--- config.mk ---
export PLATFORM = sky130hd
export DESIGN_NAME = reaction_responder
export DESIGN_NICKNAME = d
export VERILOG_FILES = /design/src/rtl/reaction_responder.sv
export SDC_FILE = /design/constraint.sdc
export NUM_CORES = 1
export LEC_CHECK = 0
export ABC_AREA = 1
export CAP_MARGIN = 15
export CORE_MARGIN = 2
export CORE_UTILIZATION = 59
export CTS_BUF_LIST = sky130_fd_sc_hd__clkbuf_8
export DETAILED_ROUTE_END_ITERATION = 8
export PLACE_DENSITY_LB_ADDON = 0.08
export SYNTH_ARGS = -nofsm -noshare
export SYNTH_HDL_FRONTEND = slang
export SYNTH_SLANG_ARGS = --single-unit
--- constraint.sdc ---
create_clock -name clk -period 2.05 [get_ports clk]
set_input_delay 0.41 -clock clk [delete_from_list [all_inputs] [get_ports clk]]
set_output_delay 0.41 -clock clk [all_outputs]
set_load 0.02 [all_outputs]
--- src/rtl/reaction_responder.sv ---
// Automated player for the reaction-timer game: waits delay_ms after the go-light, then holds btn.
// Optional build macro RESP_JITTER_EN adds an 8-bit LFSR jitter (0..15 ms) to the latched delay.
module reaction_responder #(
  parameter int CLK_PER_MS = 100000,
  parameter int DELAY_W    = 10,
  parameter int PRESS_MS   = 20
) (
  input  logic               clk,
  input  logic               rst_n,
  input  logic               en,
  input  logic               stim,
  input  logic [DELAY_W-1:0] delay_ms,
  input  logic               cheat,
  output logic               btn,
  output logic               busy,
  output logic               done,
  output logic               aborted
);

  localparam int TW = (CLK_PER_MS > 1) ? $clog2(CLK_PER_MS) : 1;
`ifdef RESP_JITTER_EN
  localparam int RW = DELAY_W + 1;
`else
  localparam int RW = DELAY_W;
`endif

  typedef enum logic [2:0] {
    IDLE    = 3'd0,
    ARMED   = 3'd1,
    DELAY   = 3'd2,
    PRESS   = 3'd3,
    RELEASE = 3'd4
  } state_t;

  state_t          state_r, state_s;
  logic            stim_q_r;
  logic [TW-1:0]   tick_r;
  logic [RW-1:0]   rem_r;
  logic            done_r, aborted_r;
  logic            btn_s, busy_s;
  logic            rise_s, wrap_s, last_s;
  logic [RW-1:0]   load_s;

  assign rise_s = stim & ~stim_q_r;
  assign wrap_s = (tick_r == TW'(CLK_PER_MS - 1));
  assign last_s = wrap_s && (rem_r == RW'(1));

`ifdef RESP_JITTER_EN
  logic [7:0] lfsr_r;

  // Free-running Fibonacci LFSR, taps 8,6,5,4
  always_ff @(posedge clk) begin
    if (!rst_n) begin
      lfsr_r <= 8'hA5;
    end else begin
      lfsr_r <= {lfsr_r[6:0], lfsr_r[7] ^ lfsr_r[5] ^ lfsr_r[4] ^ lfsr_r[3]};
    end
  end

  // One extra bit keeps delay_ms + jitter from wrapping
  assign load_s = RW'(delay_ms) + RW'(lfsr_r[3:0]);
`else
  assign load_s = delay_ms;
`endif

  // State register, ms counters and registered event pulses
  always_ff @(posedge clk) begin
    if (!rst_n) begin
      state_r   <= IDLE;
      stim_q_r  <= 1'b0;
      tick_r    <= {TW{1'b0}};
      rem_r     <= {RW{1'b0}};
      done_r    <= 1'b0;
      aborted_r <= 1'b0;
    end else begin
      state_r   <= state_s;
      stim_q_r  <= stim;
      done_r    <= (state_r == PRESS) && (state_s == RELEASE);
      aborted_r <= (state_r == DELAY) && (state_s == ARMED);
      if ((state_s == PRESS) && (state_r != PRESS)) begin
        tick_r <= {TW{1'b0}};
        rem_r  <= RW'(PRESS_MS);
      end else if ((state_s == DELAY) && (state_r != DELAY)) begin
        tick_r <= {TW{1'b0}};
        rem_r  <= load_s;
      end else if ((state_r == DELAY) || (state_r == PRESS)) begin
        if (wrap_s) begin
          tick_r <= {TW{1'b0}};
          rem_r  <= rem_r - RW'(1);
        end else begin
          tick_r <= tick_r + TW'(1);
        end
      end else begin
        tick_r <= {TW{1'b0}};
      end
    end
  end

  // Next-state logic; en low overrides every transition
  always_comb begin
    state_s = state_r;
    if (!en) begin
      state_s = IDLE;
    end else begin
      case (state_r)
        IDLE:    state_s = ARMED;
        ARMED: begin
          if (cheat) begin
            state_s = PRESS;
          end else if (rise_s) begin
            state_s = (load_s == {RW{1'b0}}) ? PRESS : DELAY;
          end else begin
            state_s = ARMED;
          end
        end
        DELAY: begin
          if (!stim) begin
            state_s = ARMED;
          end else if (last_s) begin
            state_s = PRESS;
          end else begin
            state_s = DELAY;
          end
        end
        PRESS:   state_s = last_s ? RELEASE : PRESS;
        RELEASE: state_s = stim ? RELEASE : ARMED;
        default: state_s = IDLE;
      endcase
    end
  end

  // Moore output decode of the state register
  always_comb begin
    btn_s  = 1'b0;
    busy_s = 1'b0;
    case (state_r)
      DELAY:   busy_s = 1'b1;
      PRESS: begin
        btn_s  = 1'b1;
        busy_s = 1'b1;
      end
      default: begin
        btn_s  = 1'b0;
        busy_s = 1'b0;
      end
    endcase
  end

  assign btn     = btn_s;
  assign busy    = busy_s;
  assign done    = done_r;
  assign aborted = aborted_r;

endmodule

**Signal wires on met1**

Bar = 20 µm.
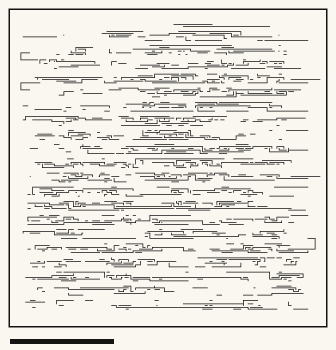
wire length on this layer: 2140 µm
share of all routed wire: 43%
nets with wire on the layer: 325

**Signal wires on met2**

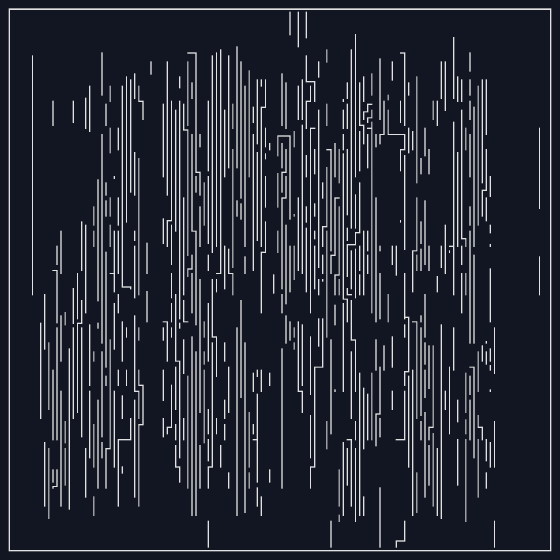
wire length on this layer: 2520 µm
main direction: vertical
share of all routed wire: 51%
nets with wire on the layer: 300

**Met3 routing**

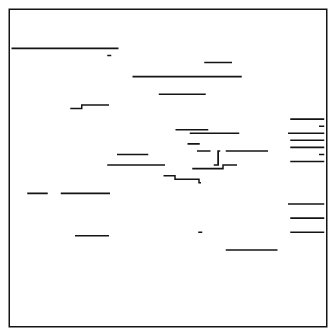
wire length on this layer: 209 µm
nets with wire on the layer: 25
share of all routed wire: 4.2%

**Track usage over the die**

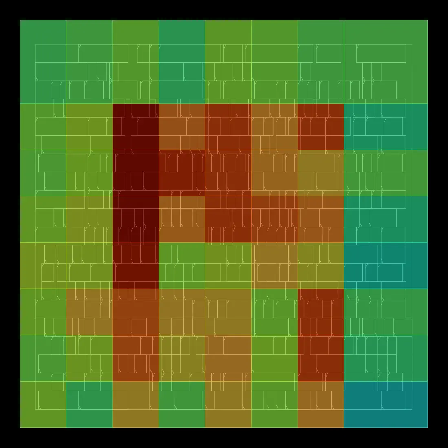
Top Usage Layer GRT: met2
post-layout util: 0.848

**Port wiring**

Bar = 20 µm.
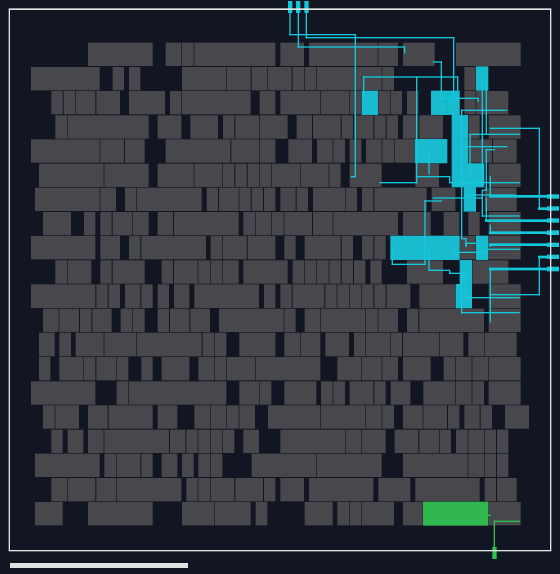
legend:
  green:
    port: `done`
    bits: 1
    direction: output
    edge: bottom
    end_cells: 1
    buffers: 1
    wire: 6.80 µm
  cyan:
    port: `delay_ms`
    bits: 10
    direction: input
    edge: 7 right, 3 top
    end_cells: 15
    buffers: 13
    wire: 324 µm

==> out/results.ini <==
[sta]
finalMaxSlewViolations = 0
layout_min_cycle_time_ps = 2100
hold_violations = 0
setup_violations = 2
max_freq_ghz = 0.476
final.setup.worst_slack_ps = -51.0
rsz0062_at_grt = true
worst_slew_pin_slew_ps = 416
slew-limit-headroom = 0.722

[clock_tree]
cts_tree = done
clock_path_buffers = 2
clkLatencyLatePin_ps = 290
cts_resized = 4
postCtsSetupBuffers = 0
clkSinkCount = 33
root_buffer = clkbuf_8
cts_buffers = 5
htreeDepth = 2

[power]
pwr-share-comb = 0.120
p_leak_nw = 1.12
power_top_consumer = registers
p_sw_mw = 0.349
seq-power_mw = 0.653
ir_worst_vdd_uv = 742
power.density_nw_per_um2 = 571

[grt]
grt_max_degree = 12
grt_first_pass_wirelength_mm = 7.04
antenna_found_initial = 0
gr-usage-met3 = 0.0512
grt_use_met2 = 0.444
overflow = 0

[synth]
floorplan.nets = 298
area_leaders = dfxtp_1, nand2_1, nor2_1
ys_sh_adder = 0.0197
aoi_share = 0.0724
synthCells = 280
synth_top_cell_by_count = nand2_1
top_logic_kind = simple AND/OR/NAND/NOR gates
edf_count = 0
mux_share = 0
synth_area_um2 = 1900

[floorplan]
die_y_um = 60.8
dieArea_um2 = 3690
die_x_um = 60.8
fp_util = 0.623
core_region_area_um2 = 3050
num_rows = 20

[setup_path]
worst-setup-path-type = flop to flop
critPathRequiredTime_ps = 2260
max_stage_delay_ps = 330
critPathCapture = rem_r[8]
cpMostUsedCell = nor2_2
regToRegSetupSlack_ps = -50
cp_cell_sequence = inv_2, ha_4, inv_2, nor2_2, nand3_1, nor2_2, nand3_2, nand2_2, nand2_1, nand2_2, nor2_2, buf_6, a21oi_4, nand2_1, a21oi_1
critPathMaxFanout = 6
cp-startpoint = rem_r[1]

[detailed_routing]
highest_layer = met4
met3_length_um = 208
dr.first_iter.drc_count = 99
wl_met2_mm = 2.52
wl_per_cell_um = 13.1
drc = 0
drt_first_pass_iters = 4

[job]
warnings = 28
maxCapViolCount = 0

[finish]
inv_count = 39
diodes = 0
logic_area_um2 = 1170
lay_top_cells = nand2_1, nor2_1, inv_1
flops = 33
largest_reg_flops = 17
drive_gt1_frac = 0.263
seq_share = 0.257
instances_no_fill = 378
final_net_count = 351
buf_share = 0.164

[min_path]
holdPathEnd = rem_r[7]
hold_path_depth = 2
min_path_type = flop to flop

[status]
violations = negative setup slack
status = finished with violations

[place]
placed_area_um2 = 2290
gp_congestion = 0.900
dp_hpwl_mm = 3.23

No activity file was given, so power comes from the tool's default toggle rates.
